`src/rtl/emergency_preempt_arbiter.sv`:
```
// rtl/emergency_preempt_arbiter.sv - debounced round-robin emergency vehicle preemption arbiter
module emergency_preempt_arbiter #(
    parameter int DEBOUNCE_CYCLES = 4,
    parameter int MIN_HOLD        = 8,
    parameter int MAX_HOLD        = 64,
    parameter int CLEAR_CYCLES    = 2
) (
    input  logic       clk,
    input  logic       rst,
    input  logic [3:0] ev_detect,
    input  logic       ev_enable,
    output logic       emergency_vehicle,
    output logic [1:0] emergency_road,
    output logic [3:0] req_pending,
    output logic       busy,
    output logic       timeout
);

    // Counter widths cover the largest value each counter is allowed to hold.
    localparam int DB_W   = (DEBOUNCE_CYCLES > 1) ? $clog2(DEBOUNCE_CYCLES) : 1;
    localparam int HOLD_W = $clog2(MAX_HOLD + 1);
    localparam int CLR_W  = (CLEAR_CYCLES > 1) ? $clog2(CLEAR_CYCLES + 1) : 1;

    // Counters store "cycles completed before this one", so the terminal
    // values are one less than the cycle budgets.
    localparam logic [DB_W-1:0]   DB_LAST   = DB_W'(DEBOUNCE_CYCLES - 1);
    localparam logic [HOLD_W-1:0] HOLD_LAST = HOLD_W'(MAX_HOLD - 1);
    localparam logic [HOLD_W-1:0] MIN_LAST  = HOLD_W'(MIN_HOLD - 1);
    localparam logic [CLR_W-1:0]  CLR_LAST  = CLR_W'(CLEAR_CYCLES - 1);

    typedef enum logic [1:0] {
        ST_IDLE  = 2'd0,
        ST_GRANT = 2'd1,
        ST_CLEAR = 2'd2
    } state_t;

    state_t              state;
    state_t              state_next;

    logic [3:0]          sync_q1;
    logic [3:0]          sync_q2;
    logic [DB_W-1:0]     db_cnt [4];
    logic [3:0]          lockout;
    logic [1:0]          last_granted;
    logic [HOLD_W-1:0]   hold_cnt;
    logic [CLR_W-1:0]    clr_cnt;

    logic [3:0]          eligible;
    logic                rr_found;
    logic [1:0]          rr_road;
    logic [1:0]          rr_cand;
    logic                take_grant;
    logic                hit_timeout;

    // Two-flop synchronizer on the raw detector inputs.
    always_ff @(posedge clk) begin
        if (rst) begin
            sync_q1 <= '0;
            sync_q2 <= '0;
        end else begin
            sync_q1 <= ev_detect;
            sync_q2 <= sync_q1;
        end
    end

    // Debounce: a bit flips only after DEBOUNCE_CYCLES consecutive opposite samples.
    always_ff @(posedge clk) begin
        if (rst) begin
            req_pending <= '0;
            for (int i = 0; i < 4; i++) begin
                db_cnt[i] <= '0;
            end
        end else begin
            for (int i = 0; i < 4; i++) begin
                if (sync_q2[i] != req_pending[i]) begin
                    if (db_cnt[i] == DB_LAST) begin
                        req_pending[i] <= sync_q2[i];
                        db_cnt[i]      <= '0;
                    end else begin
                        db_cnt[i] <= db_cnt[i] + 1'b1;
                    end
                end else begin
                    db_cnt[i] <= '0;
                end
            end
        end
    end

    // Round-robin search starting one past the last granted road.
    always_comb begin
        eligible = req_pending & ~lockout;
        rr_found = 1'b0;
        rr_road  = '0;
        rr_cand  = '0;
        for (int k = 1; k <= 4; k++) begin
            rr_cand = last_granted + 2'(k);
            if (!rr_found && eligible[rr_cand]) begin
                rr_found = 1'b1;
                rr_road  = rr_cand;
            end
        end
    end

    // State register.
    always_ff @(posedge clk) begin
        if (rst) begin
            state <= ST_IDLE;
        end else begin
            state <= state_next;
        end
    end

    // Next-state logic; disable beats timeout, timeout beats a normal release.
    always_comb begin
        state_next  = state;
        take_grant  = 1'b0;
        hit_timeout = 1'b0;
        case (state)
            ST_IDLE: begin
                if (ev_enable && rr_found) begin
                    state_next = ST_GRANT;
                    take_grant = 1'b1;
                end
            end
            ST_GRANT: begin
                if (!ev_enable) begin
                    state_next = ST_CLEAR;
                end else if (hold_cnt == HOLD_LAST) begin
                    state_next  = ST_CLEAR;
                    hit_timeout = 1'b1;
                end else if ((hold_cnt >= MIN_LAST) && !req_pending[emergency_road]) begin
                    state_next = ST_CLEAR;
                end
            end
            ST_CLEAR: begin
                if (clr_cnt == CLR_LAST) begin
                    state_next = ST_IDLE;
                end
            end
            default: begin
                state_next = ST_IDLE;
            end
        endcase
    end

    // Hold/clear counters restart on every entry into their state.
    always_ff @(posedge clk) begin
        if (rst) begin
            hold_cnt <= '0;
            clr_cnt  <= '0;
        end else begin
            if ((state == ST_GRANT) && (state_next == ST_GRANT)) begin
                hold_cnt <= hold_cnt + 1'b1;
            end else begin
                hold_cnt <= '0;
            end
            if ((state == ST_CLEAR) && (state_next == ST_CLEAR)) begin
                clr_cnt <= clr_cnt + 1'b1;
            end else begin
                clr_cnt <= '0;
            end
        end
    end

    // Grant bookkeeping: latched road, round-robin pointer, timeout pulse.
    always_ff @(posedge clk) begin
        if (rst) begin
            emergency_road <= '0;
            last_granted   <= 2'd3;
            timeout        <= 1'b0;
        end else begin
            timeout <= hit_timeout;
            if (take_grant) begin
                emergency_road <= rr_road;
                last_granted   <= rr_road;
            end
        end
    end

    // A timed-out road stays locked until its debounced request drops.
    always_ff @(posedge clk) begin
        if (rst) begin
            lockout <= '0;
        end else begin
            for (int i = 0; i < 4; i++) begin
                lockout[i] <= (lockout[i] | (hit_timeout && (emergency_road == 2'(i))))
                              & req_pending[i];
            end
        end
    end

    assign emergency_vehicle = (state == ST_GRANT);
    assign busy              = (state != ST_IDLE);

endmodule

```
`config.mk`:
```
export PLATFORM = sky130hd
export DESIGN_NAME = emergency_preempt_arbiter
export DESIGN_NICKNAME = d
export VERILOG_FILES = /design/src/rtl/emergency_preempt_arbiter.sv
export SDC_FILE = /design/constraint.sdc
export NUM_CORES = 1
export LEC_CHECK = 0
export CORE_UTILIZATION = 50
export CTS_CLUSTER_DIAMETER = 30
export CTS_CLUSTER_SIZE = 20
export DETAILED_ROUTE_END_ITERATION = 10
export HOLD_SLACK_MARGIN = 0.15
export MAX_ROUTING_LAYER = met4
export PLACE_DENSITY = 0.81
export SYNTH_ARGS = -nofsm -noshare
export SYNTH_HDL_FRONTEND = slang
export SYNTH_SLANG_ARGS = --single-unit
```
`constraint.sdc`:
```
create_clock -name clk -period 1.4 [get_ports clk]
set_input_delay 0.42 -clock clk [delete_from_list [all_inputs] [get_ports clk]]
set_output_delay 0.42 -clock clk [all_outputs]
set_load 0.05 [all_outputs]
```
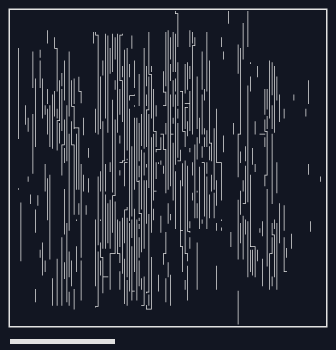
*The metal 2 layer, run 1*
Bar = 20 um.
longest straight run = 30.3 um
nets with wire on the layer = 223
global-route met2 utilization: 0.433
vias: 1434
DRT Wirelength: 4160 um

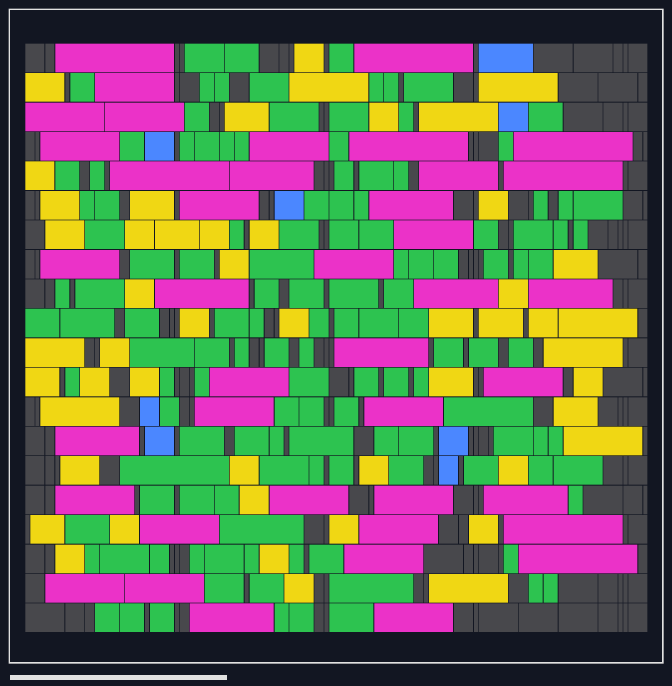
*Placed cells, one color a class, run 1*
Bar = 20 um. Fill, decap, tap and diode cells in gray.
all other logic -> green  # cells 131, share of their area 40%
flip-flops -> magenta  # cells 40, share of their area 36%
clock drivers and dummy loads -> blue  # cells 8, share of their area 2.5%
other buffers and delay cells -> yellow  # cells 50, share of their area 21%
row count: 20
fin util: 0.805
Core Area: 3130 sq um
Finished Cell Area: 2520 sq um

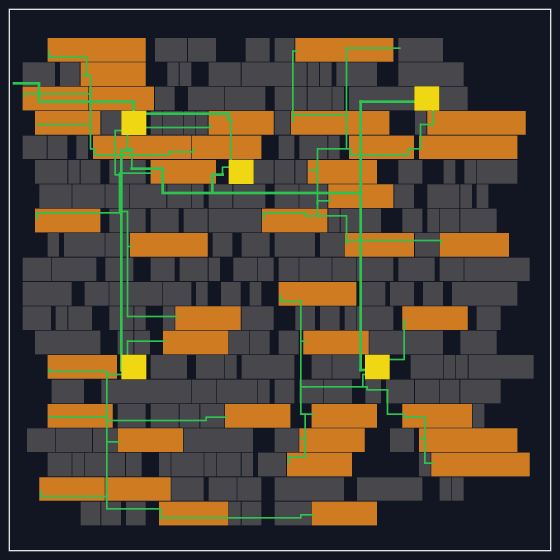
*Clock network drawn from the DEF, run 1*
cells driving clock nets -> yellow  # count 5
flip-flops -> orange  # count 40
clock wires -> green  # length 464 um
routed clock nets = 6
flops lie = all over the die
later-pin clock latency in the skew report: 360 ps
Worst Skew: 13.1 ps

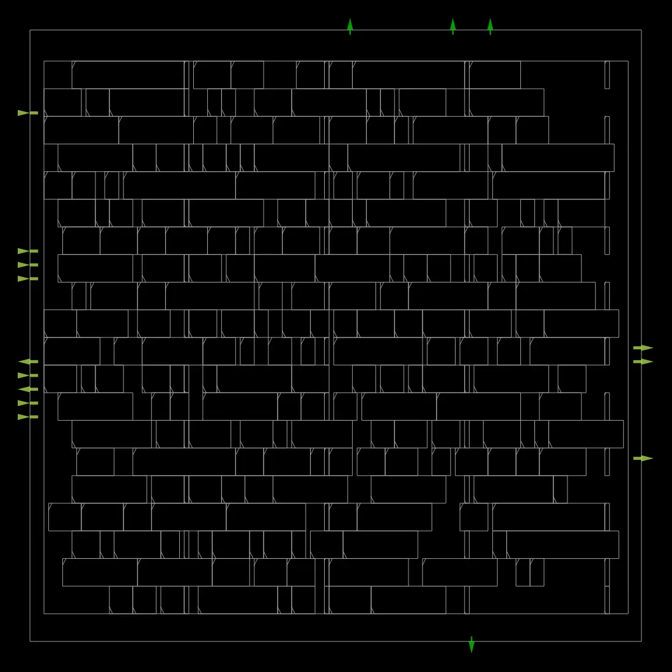
*Placement view, run 1*
Tapcells: 44
Seq cells: 40

==> GITHUB_STEP_SUMMARY, run 1 <==
### Metrics collected by this job

| Metric | Value |
|---|---|
| Proportion of layout cells with a drive suffix above 1 | 0.406 |
| Commonest Layout Cell | buf_4 |
| DR iter-0 viols | 84 |
| CP arrival | 1840 ps |
| Max VDD drop | 0.881 mV |
| # setup viols final | 19 |
| DRC violations left | 0 |
| Max FFs per register | 8 |
| DRT Pass-1 Iters | 4 |
| Pre-CTS setup slack | -662 ps |
| XOR/XNOR Fraction of Synth Area | 0.0414 |
| GP Congestion | 0.908 |
| Critical Path Start Type | flip-flop |
| Area growth, synth to finish | 48.7% |
| Chip Area | 3620 sq um |
| # IOs | 16 |
| Worst Setup SP | state[0]$_SDFF_PP0_ |
| Critical path depth | 6 |
| Vias in the first global route | 1440 |
| Max-slew violations | 0 |
| Failing checks | negative setup slack |
| Root Buffer Master | clkbuf_4 |
| Layout clock buffers | 6 |
| Clock power share | 0.312 |
| Reg2Reg Launch Point | state[0]$_SDFF_PP0_ |
| Die width | around 60 um |
| Outcome | complete, but fails checks |
| DP Area | between 2000 and 2500 sq um |
| Post-CTS setup buffer count | 9 |
| Yosys adder share | 0.0443 |
| Pin count of the biggest net entering global routing | 13 |
| CP Class | flip-flop to flip-flop |
| Switching Fraction | 0.241 |
| Main area contributors | dfxtp_1 38%, edfxtp_1 14%, nor2_1 5.8% |
| Leak | 0.971 nW |
| Sequential area share after synthesis | 0.520 |
| Synth Flop Type | dfxtp_1 |
| Non-clock inverters | 7 |
| R2R Path End | last_granted[0]$_SDFFE_PP1P_ |
| Most Crowded Layer GR | met2 |
| Clock buf/inv share | 0.0244 |
| Worst R2R Path Depth | 6 |
| Min Tclk post-route | 1550 ps |
| Yosys stat chip area | 1690 sq um |
| Total power draw | 2.00 mW |
| Final WS setup | -148 ps |
==> run 1 -> run 2 <==
--- a/config.mk
+++ b/config.mk
@@ -5,6 +5,7 @@
 export SDC_FILE = /design/constraint.sdc
 export NUM_CORES = 1
 export LEC_CHECK = 0
+export ABC_CLOCK_PERIOD_IN_PS = 1400
 export CORE_UTILIZATION = 50
 export CTS_CLUSTER_DIAMETER = 30
 export CTS_CLUSTER_SIZE = 20
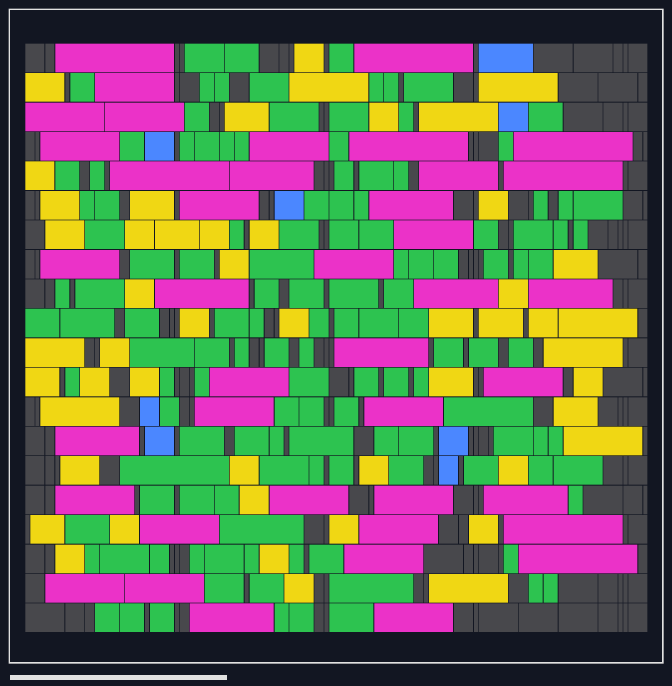
*Placed cells, one color a class, run 2*
Bar = 20 um. Fill, decap, tap and diode cells in gray.
flip-flops -> magenta  # cells 40, share of their area 36%
all other logic -> green  # cells 131, share of their area 40%
clock drivers and dummy loads -> blue  # cells 8, share of their area 2.5%
other buffers and delay cells -> yellow  # cells 50, share of their area 21%

==> GITHUB_STEP_SUMMARY, run 2 <==
### Metrics collected by this job

| Metric | Value |
|---|---|
| Outcome | complete, but fails checks |
| Failing checks | negative setup slack |
| Max-slew violations | 0 (unchanged) |
| Row count | 20 (unchanged) |
| Later-pin clock latency in the skew report | 360 ps (about the same) |
| Global-route met2 utilization | 0.433 (unchanged) |
| Most Crowded Layer GR | met2 |
| Critical Path Start Type | flip-flop |
| R2R Path End | last_granted[0]$_SDFFE_PP1P_ |
| Root Buffer Master | clkbuf_4 |
| Die width | 60.2 um (unchanged) |
| Seq cells | 40 (unchanged) |
| DRT Wirelength | 4160 um (unchanged) |
| Clock buf/inv share | 0.0244 (unchanged) |
| Proportion of layout cells with a drive suffix above 1 | 0.406 (unchanged) |
| CP Class | flip-flop to flip-flop |
| Worst R2R Path Depth | 6 (unchanged) |
| Main area contributors | dfxtp_1 38%, edfxtp_1 14%, nor2_1 5.8% |
| Vias in the first global route | 1440 (unchanged) |
| Pin count of the biggest net entering global routing | 13 (unchanged) |
| Tapcells | 44 (unchanged) |
| Yosys adder share | 0.0443 (unchanged) |
| Final WS setup | -148 ps (unchanged) |
| DRT Pass-1 Iters | 4 (unchanged) |
| Worst Setup SP | state[0]$_SDFF_PP0_ |
| Max FFs per register | 8 (unchanged) |
| # setup viols final | 19 (unchanged) |
| Synth Flop Type | dfxtp_1 |
| Finished Cell Area | 2520 sq um (unchanged) |
| Clock power share | 0.312 (about the same) |
| GP Congestion | 0.908 (unchanged) |
| CP arrival | 1840 ps (about the same) |
| Core Area | 3130 sq um (unchanged) |
| Post-CTS setup buffer count | 9 (unchanged) |
| Chip Area | 3620 sq um (unchanged) |
| Max VDD drop | 0.881 mV (unchanged) |
| Non-clock inverters | 7 (unchanged) |
| Sequential area share after synthesis | 0.520 (unchanged) |
| Worst Skew | 13.1 ps (unchanged) |
| Vias | 1434 (unchanged) |
| # IOs | 16 (unchanged) |
| DR iter-0 viols | 84 (unchanged) |
| XOR/XNOR Fraction of Synth Area | 0.0414 (unchanged) |
| Layout clock buffers | 6 (unchanged) |
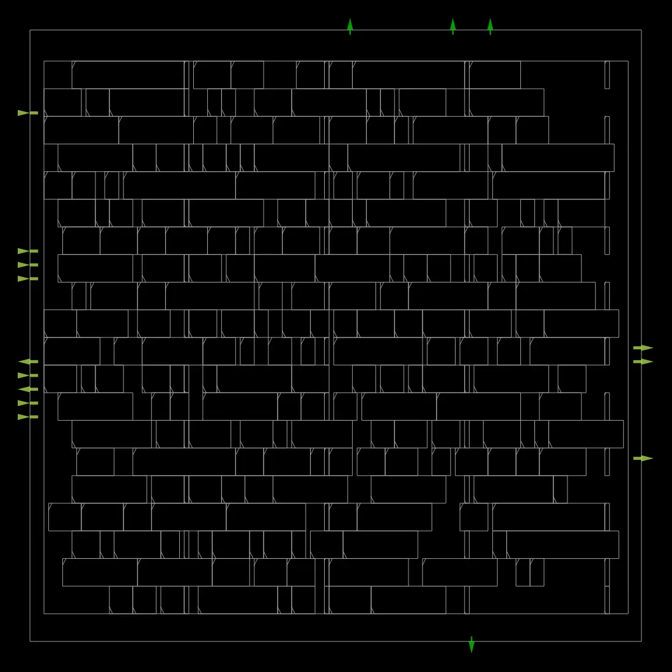
*Placement view, run 2*
filler cell count: 193
Seq/total area: 0.356

### PDN straps and rails, run 2

Pins as bars on the die edge. Tap cells in gray.
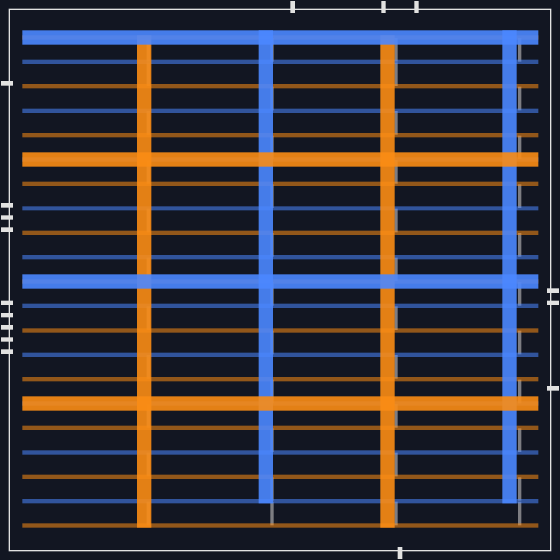

==> run 2 -> run 3 <==
--- a/config.mk
+++ b/config.mk
@@ -5,11 +5,13 @@
 export SDC_FILE = /design/constraint.sdc
 export NUM_CORES = 1
 export LEC_CHECK = 0
+export ABC_AREA = 1
 export ABC_CLOCK_PERIOD_IN_PS = 1400
-export CORE_UTILIZATION = 50
+export CORE_UTILIZATION = 51
 export CTS_CLUSTER_DIAMETER = 30
 export CTS_CLUSTER_SIZE = 20
 export DETAILED_ROUTE_END_ITERATION = 10
+export GPL_TIMING_DRIVEN = 0
 export HOLD_SLACK_MARGIN = 0.15
 export MAX_ROUTING_LAYER = met4
 export PLACE_DENSITY = 0.81
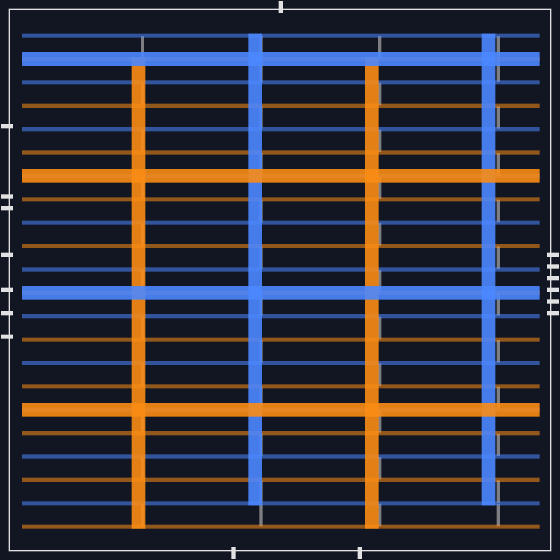
*PDN straps and rails, run 3*
Pins as bars on the die edge. Tap cells in gray.
VDD -> blue
VSS -> orange
rows = 21
met5 straps = 4
tap cells = 46
signal pins = 16

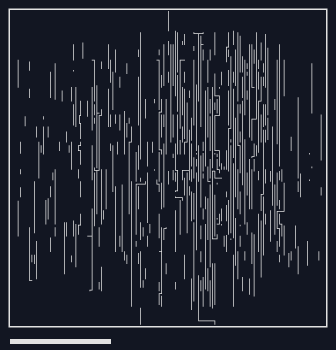
*The metal 2 layer, run 3*
Bar = 20 um.
longest straight run = 25.2 um
share of all routed wire = 50%
wire length on this layer = 1950 um
DRT Wirelength: 3890 um
vias: 1616
global-route met2 utilization: 0.357

==> GITHUB_STEP_SUMMARY, run 3 <==
### Metrics collected by this job

| Metric | Value |
|---|---|
| Failing checks | negative setup slack |
| DR iter-0 viols | 122 (+45%) |
| Tapcells | 46 (+4.5%) |
| Outcome | complete, but fails checks |
| Seq/total area | 0.372 (+0.0155) |
| Post-CTS setup buffer count | 4 (-5) |
| Final WS setup | -30.9 ps (+118 ps) |
| Max FFs per register | 8 (unchanged) |
| Seq cells | 40 (unchanged) |
| Core Area | 3440 sq um (+10%) |
| XOR/XNOR Fraction of Synth Area | 0.0186 (-0.0228) |
| Layout clock buffers | 7 (+1) |
| Worst Setup SP | hold_cnt[1]$_SDFF_PP0_ |
| Proportion of layout cells with a drive suffix above 1 | 0.325 (-0.0813) |
| Worst Skew | 5.50 ps (-7.61 ps) |
| CP Class | flip-flop to flip-flop |
| Pin count of the biggest net entering global routing | 13 (unchanged) |
| DRT Pass-1 Iters | 4 (unchanged) |
| # setup viols final | 11 (-8) |
| Non-clock inverters | 41 (+34) |
Power figures rest on the tool's default switching activity, not on a simulated workload.
